$ cat src/rtl/instr_fetch_queue_pkg.sv
`default_nettype none
// ============================================================================
// Module   : instr_fetch_queue_pkg
// Brief    : Shared widths, NOP encoding and fetch-entry type for the
//            fetch->decode instruction queue.
// Revision : 1.0 - initial release
// ============================================================================
package instr_fetch_queue_pkg;

    localparam int INSTR_W = 32;
    localparam int ADDR_W  = 32;
    localparam int ENTRY_W = INSTR_W + ADDR_W;

    // Value presented on the instruction bus whenever no real instruction is held
    localparam logic [INSTR_W-1:0] NOP_INSTR = 32'h0000_0000;

    // One buffered fetch result: the instruction word and the PC it came from
    typedef struct packed {
        logic [INSTR_W-1:0] instr;
        logic [ADDR_W-1:0]  pc;
    } fetch_entry_t;

    // Sequential PC of the following instruction, wrapping at 2^32
    function automatic logic [ADDR_W-1:0] pc_plus4(input logic [ADDR_W-1:0] pc);
        return pc + ADDR_W'(4);
    endfunction

endpackage
`default_nettype wire

$ cat src/rtl/instr_fetch_queue_storage.sv
`default_nettype none
// ============================================================================
// Module   : iq_storage
// Brief    : DEPTH-entry register array for the fetch queue. Synchronous
//            write at the write pointer, asynchronous read at the read pointer.
// Revision : 1.0 - initial release
// ============================================================================
module iq_storage
    import instr_fetch_queue_pkg::*;
#(
    parameter int DEPTH = 8,
    parameter int PTR_W = 3
)(
    input  logic               CLK,
    input  logic               Wr_En_i,
    input  logic [PTR_W-1:0]   Wr_Ptr_i,
    input  fetch_entry_t       Wr_Data_i,
    input  logic [PTR_W-1:0]   Rd_Ptr_i,
    output fetch_entry_t       Rd_Data_o
);

    // Contents are only meaningful below the occupancy count, so no reset is needed
    fetch_entry_t mem_q [DEPTH];

    // Capture the incoming entry into the slot addressed by the write pointer
    always_ff @(posedge CLK) begin
        if (Wr_En_i) begin
            mem_q[Wr_Ptr_i] <= Wr_Data_i;
        end
    end

    assign Rd_Data_o = mem_q[Rd_Ptr_i];

endmodule
`default_nettype wire

$ cat src/rtl/instr_fetch_queue.sv
`default_nettype none
// ============================================================================
// Module   : instr_fetch_queue
// Brief    : Fetch->decode instruction queue. Buffers {instr, PC} pairs from
//            IF and presents one registered entry per cycle to ID, with
//            freeze hold, empty-queue bypass and flush on redirect.
// Revision : 1.0 - initial release
// ============================================================================
module instr_fetch_queue
    import instr_fetch_queue_pkg::*;
#(
    parameter int DEPTH = 8,
    parameter int PTR_W = 3
)(
    input  logic                CLK,
    input  logic                RESET,
    input  logic [INSTR_W-1:0]  Instr_IN,
    input  logic [ADDR_W-1:0]   Instr_PC_IN,
    input  logic                Instr_Valid_IN,
    output logic                Full_OUT,
    output logic [PTR_W:0]      Count_OUT,
    output logic                Overflow_OUT,
    input  logic                Flush_IN,
    input  logic                Request_Instr1,
    input  logic                WANT_FREEZE,
    output logic [INSTR_W-1:0]  Instr1_OUT,
    output logic                Instr1_Valid_OUT,
    output logic [ADDR_W-1:0]   Instr_PC_OUT,
    output logic [ADDR_W-1:0]   Instr_PC_Plus4_OUT
);

    localparam int CNT_W = PTR_W + 1;

    // Queue bookkeeping
    logic [PTR_W-1:0]   rd_ptr_q, rd_ptr_d;
    logic [PTR_W-1:0]   wr_ptr_q, wr_ptr_d;
    logic [CNT_W-1:0]   count_q,  count_d;
    logic               overflow_q, overflow_d;

    // Output register presented to ID
    logic               valid_q, valid_d;
    logic [INSTR_W-1:0] instr_q, instr_d;
    logic [ADDR_W-1:0]  pc_q,    pc_d;
    logic [ADDR_W-1:0]  pc4_q,   pc4_d;

    // Control decode
    logic               w_pop_en;
    logic               w_full;
    logic               w_empty;
    logic               w_push_ok;
    logic               w_store_wr;
    logic               w_store_rd;
    fetch_entry_t       w_in_entry;
    fetch_entry_t       w_head;

    assign w_pop_en   = Request_Instr1 && !WANT_FREEZE;
    assign w_full     = (count_q == CNT_W'(DEPTH));
    assign w_empty    = (count_q == '0);
    assign w_push_ok  = Instr_Valid_IN && (!w_full || w_pop_en) && !Flush_IN;
    // A push into an empty queue that is being popped goes straight to the
    // output register and never occupies a storage slot
    assign w_store_wr = w_push_ok && !(w_pop_en && w_empty);
    assign w_store_rd = w_pop_en && !w_empty && !Flush_IN;

    assign w_in_entry.instr = Instr_IN;
    assign w_in_entry.pc    = Instr_PC_IN;

    iq_storage #(
        .DEPTH      (DEPTH),
        .PTR_W      (PTR_W)
    ) u_storage (
        .CLK        (CLK),
        .Wr_En_i    (w_store_wr),
        .Wr_Ptr_i   (wr_ptr_q),
        .Wr_Data_i  (w_in_entry),
        .Rd_Ptr_i   (rd_ptr_q),
        .Rd_Data_o  (w_head)
    );

    // Next-state: flush beats freeze, freeze beats pop, pop prefers stored head over bypass
    always_comb begin
        rd_ptr_d   = rd_ptr_q;
        wr_ptr_d   = wr_ptr_q;
        count_d    = count_q;
        overflow_d = overflow_q;
        valid_d    = valid_q;
        instr_d    = instr_q;
        pc_d       = pc_q;
        pc4_d      = pc4_q;

        if (Flush_IN) begin
            rd_ptr_d = '0;
            wr_ptr_d = '0;
            count_d  = '0;
            valid_d  = 1'b0;
            instr_d  = NOP_INSTR;
        end else begin
            if (!w_pop_en) begin
                // Freeze: hold the presented entry; a push into a full queue is lost
                if (Instr_Valid_IN && w_full) begin
                    overflow_d = 1'b1;
                end
            end else if (!w_empty) begin
                valid_d  = 1'b1;
                instr_d  = w_head.instr;
                pc_d     = w_head.pc;
                pc4_d    = pc_plus4(w_head.pc);
                rd_ptr_d = rd_ptr_q + PTR_W'(1);
            end else if (w_push_ok) begin
                valid_d  = 1'b1;
                instr_d  = Instr_IN;
                pc_d     = Instr_PC_IN;
                pc4_d    = pc_plus4(Instr_PC_IN);
            end else begin
                // Nothing to hand over: drop valid, keep the last PC for debug visibility
                valid_d  = 1'b0;
                instr_d  = NOP_INSTR;
            end

            if (w_store_wr) begin
                wr_ptr_d = wr_ptr_q + PTR_W'(1);
            end
            count_d = count_q + CNT_W'(w_store_wr) - CNT_W'(w_store_rd);
        end
    end

    // State and output registers, cleared immediately when RESET falls
    always_ff @(posedge CLK or negedge RESET) begin
        if (!RESET) begin
            rd_ptr_q   <= '0;
            wr_ptr_q   <= '0;
            count_q    <= '0;
            overflow_q <= 1'b0;
            valid_q    <= 1'b0;
            instr_q    <= NOP_INSTR;
            pc_q       <= '0;
            pc4_q      <= '0;
        end else begin
            rd_ptr_q   <= rd_ptr_d;
            wr_ptr_q   <= wr_ptr_d;
            count_q    <= count_d;
            overflow_q <= overflow_d;
            valid_q    <= valid_d;
            instr_q    <= instr_d;
            pc_q       <= pc_d;
            pc4_q      <= pc4_d;
        end
    end

    assign Full_OUT           = w_full;
    assign Count_OUT          = count_q;
    assign Overflow_OUT       = overflow_q;
    assign Instr1_Valid_OUT   = valid_q;
    assign Instr1_OUT         = instr_q;
    assign Instr_PC_OUT       = pc_q;
    assign Instr_PC_Plus4_OUT = pc4_q;

endmodule
`default_nettype wire

$ cat config.mk
export PLATFORM = sky130hd
export DESIGN_NAME = instr_fetch_queue
export DESIGN_NICKNAME = d
export VERILOG_FILES = /design/src/rtl/instr_fetch_queue_pkg.sv /design/src/rtl/instr_fetch_queue_storage.sv /design/src/rtl/instr_fetch_queue.sv
export SDC_FILE = /design/constraint.sdc
export NUM_CORES = 1
export LEC_CHECK = 0
export ABC_AREA = 1
export CAP_MARGIN = 10
export CORE_MARGIN = 1.5
export CORE_UTILIZATION = 45
export CTS_CLUSTER_SIZE = 40
export DETAILED_ROUTE_END_ITERATION = 10
export SLEW_MARGIN = 25
export SYNTH_ARGS = -nofsm -noshare
export SYNTH_HDL_FRONTEND = slang
export SYNTH_HIERARCHICAL = 1
export SYNTH_SLANG_ARGS = --single-unit
$ cat constraint.sdc
create_clock -name CLK -period 5.25 [get_ports CLK]
set_clock_uncertainty 0.15 [all_clocks]
set_input_delay 1.3125 -clock CLK [delete_from_list [all_inputs] [get_ports CLK]]
set_output_delay 1.3125 -clock CLK [all_outputs]
set_load 0.005 [all_outputs]
Figure 1. Wires at chosen ports, followed through buffers.
(1.5 px per um)
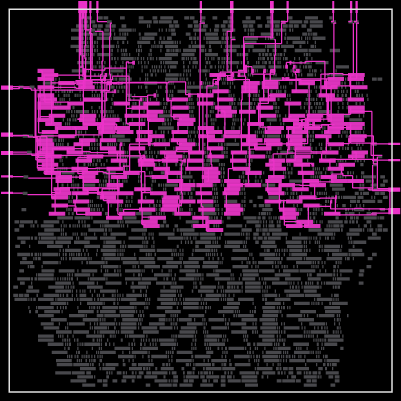
colour	port	bits	direction	edge	end cells	wire
magenta	Instr_PC_IN	32	input	17 north, 8 west, 7 east	296	5360 um
IO Count: 173
input/output buffers: 172

Figure 2. Clock wires, drivers and flops.
(2 px per um)
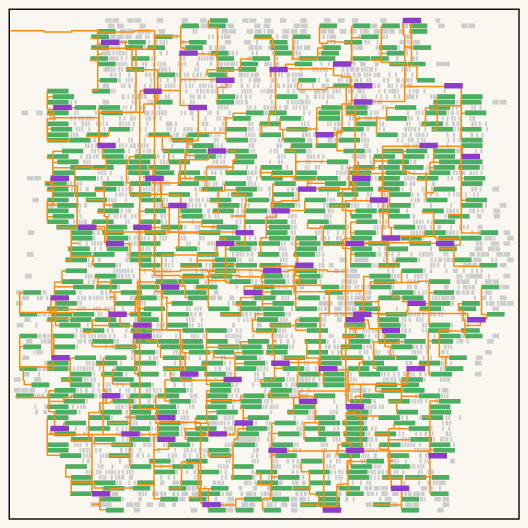
[green] flip-flops | count: 618
[orange] clock wires | length: 7450 um
[purple] clock-net drivers | count: 67
routed clock nets	68

Figure 3. Cells coloured by class.
(1.5 px per um) Fill, decap, tap and diode cells in grey.
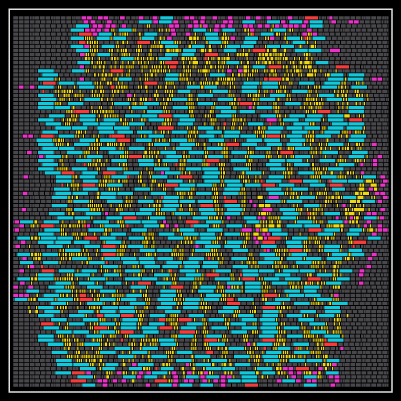
colour	class	cells
yellow	remaining logic cells	2298
red	clock drivers and dummy loads	120
cyan	registers	618
magenta	remaining buffers and delay cells	208
final cell utilization of the core: 52.9%
final instance area: 32800 um^2

==> impl_metrics.toml <==
# generated from flow reports
[outcome]
status = "finished, final reports clean"

[clock_tree]
cts_setup_buffers = 0
clk_latency_ns = 0.59
path_clk_slew_ns = 0.06
cts_made_buffers = 67
htreeDepth = 3
numClockSinks = 618
cts_root_buf = "clkbuf_16"
cts_tree = "yes"
cts.path.max_buffers = 3

[global_routing]
grtUsageMet1_pct = 29.8
grt_use_met3_pct = 2.89
met2_usage_pct = 37.2
top_usage_layer = "met2"
overflow = 0
grt_pass1_wl_um = 111000
grt_max_degree = 127
track_usage_pct = 22.2

[route]
wire_per_inst_um = 17.2
drc_errors = 0
top_layer = "met4"
drt.antenna.violating_nets = 0
wirelength_um = 70100
dr_wl_met2_um = 33900
dr.pass1.iters = 5

[layout]
nFillCells = 5524
logic_gates = 1715
area_growth_pct = 15.6
fin_nets = 3273
comb_area_share_pct = 22.5
nClkBuffers = 96
final_common_cell = "nand2_1"
num_antenna_cells = 0
ff_latch_area_um2 = 18000
combGateArea_um2 = 7380
nonClkBufAreaFrac_pct = 6.26
drive_gt1_share_pct = 5.15
nNonClkBuffers = 208
regMostFlops = "u_storage/mem_q"
seq_share_pct = 55.0
clock_area_share_pct = 6.38
ff_count = 618
largest_reg_flops = 512
fin_cells = 4081
nNonClkInverters = 583
area_dominant_class = "flip-flops and latches"

[pwr]
p_seq_w = 0.00612
switchingPower_w = 0.00489
finalPower_w = 0.0148
p_comb_share_pct = 28.3
ir_drop_v = 0.000309
seq_power_share_pct = 41.3
p_clk_share_pct = 30.4
maxPowerGroup = "registers"
pg_clk_w = 0.00451
swShare_pct = 33.0

[critical_path]
path_delay_family = "simple AND/OR/NAND/NOR gates"
r2r_end = "Instr_PC_Plus4_OUT[14]"
rr_startpoint = "rd_ptr_q[0]"
worst-r2r-setup-slack_ns = 1.45
path_class = "flop to flop"
cp_common_cell = "nand2_1"
worstPathArrival_ns = 4.17
end_kind = "flop"
worstSetupEndpoint = "Instr_PC_Plus4_OUT[14]"
critPathLaunch = "rd_ptr_q[0]"
cp_cell_sequence = "buf_4, nand2_1, nand3_1, nand2_1, nand2_1, nand2_1, inv_1, nand2_1, o21ai_1, inv_1, ha_1, nand2_1, nor2_2, nand2_1, nor2_2, or2_1, nand3_1"
path_depth = 17
required_ns = 5.62
reg2reg_depth = 17
cp_max_fo = 72
start_kind = "flop"
critPathSlowestCell = "dfrtp_4"

[logic_synthesis]
ys_cells = 3056
synth_top_area_share_pct = 54.2
synth_flops = 618
topCellsByArea = "edfxtp_1 54%, nand2_1 15%, dfrtp_1 9.3%"
async_reset_ff_share_pct = 17.2
syn_inst = 3056
top_cell = "nand2_1"
synth_top_cell_by_area = "edfxtp_1"
synthAdderAreaFrac_pct = 0.467
syn_area_um2 = 28400
syn-mean-instance-area_um2 = 9.29
ys_seq_share_pct = 63.5
yosys.cell_types.count = 36
aoi_share_pct = 0.798
ys.flop_type = "edfxtp_1"

[die]
row_count = 91
taps = 837
coreArea_um2 = 62100
die_y_um = 254
die_w_um = 254

[final_timing]
finalHoldViolCount = 0
slew_headroom_pct = 33.9
fmax_ghz = 0.263
tns_ns = 0
setup_ws_ns = 1.45
finalCriticalPeriod_ns = 3.80
rsz0062_at_grt = "no"
worstMarginPinSlew_ns = 0.992
whs_ns = 0.318

[worst_hold_path]
hold_start = "Overflow_OUT"
holdPathEnd = "Overflow_OUT"
min_path_type = "flop to flop"

[placed_design]
dpl.hpwl_um = 41500
placed_cells = 3961
placed_cell_area_um2 = 30700
finalWeightedCongestion = 0.889
dp_worst_setup_slack_ns = 1.09

[job]
warnings = 30
maxCapViolCount = 0
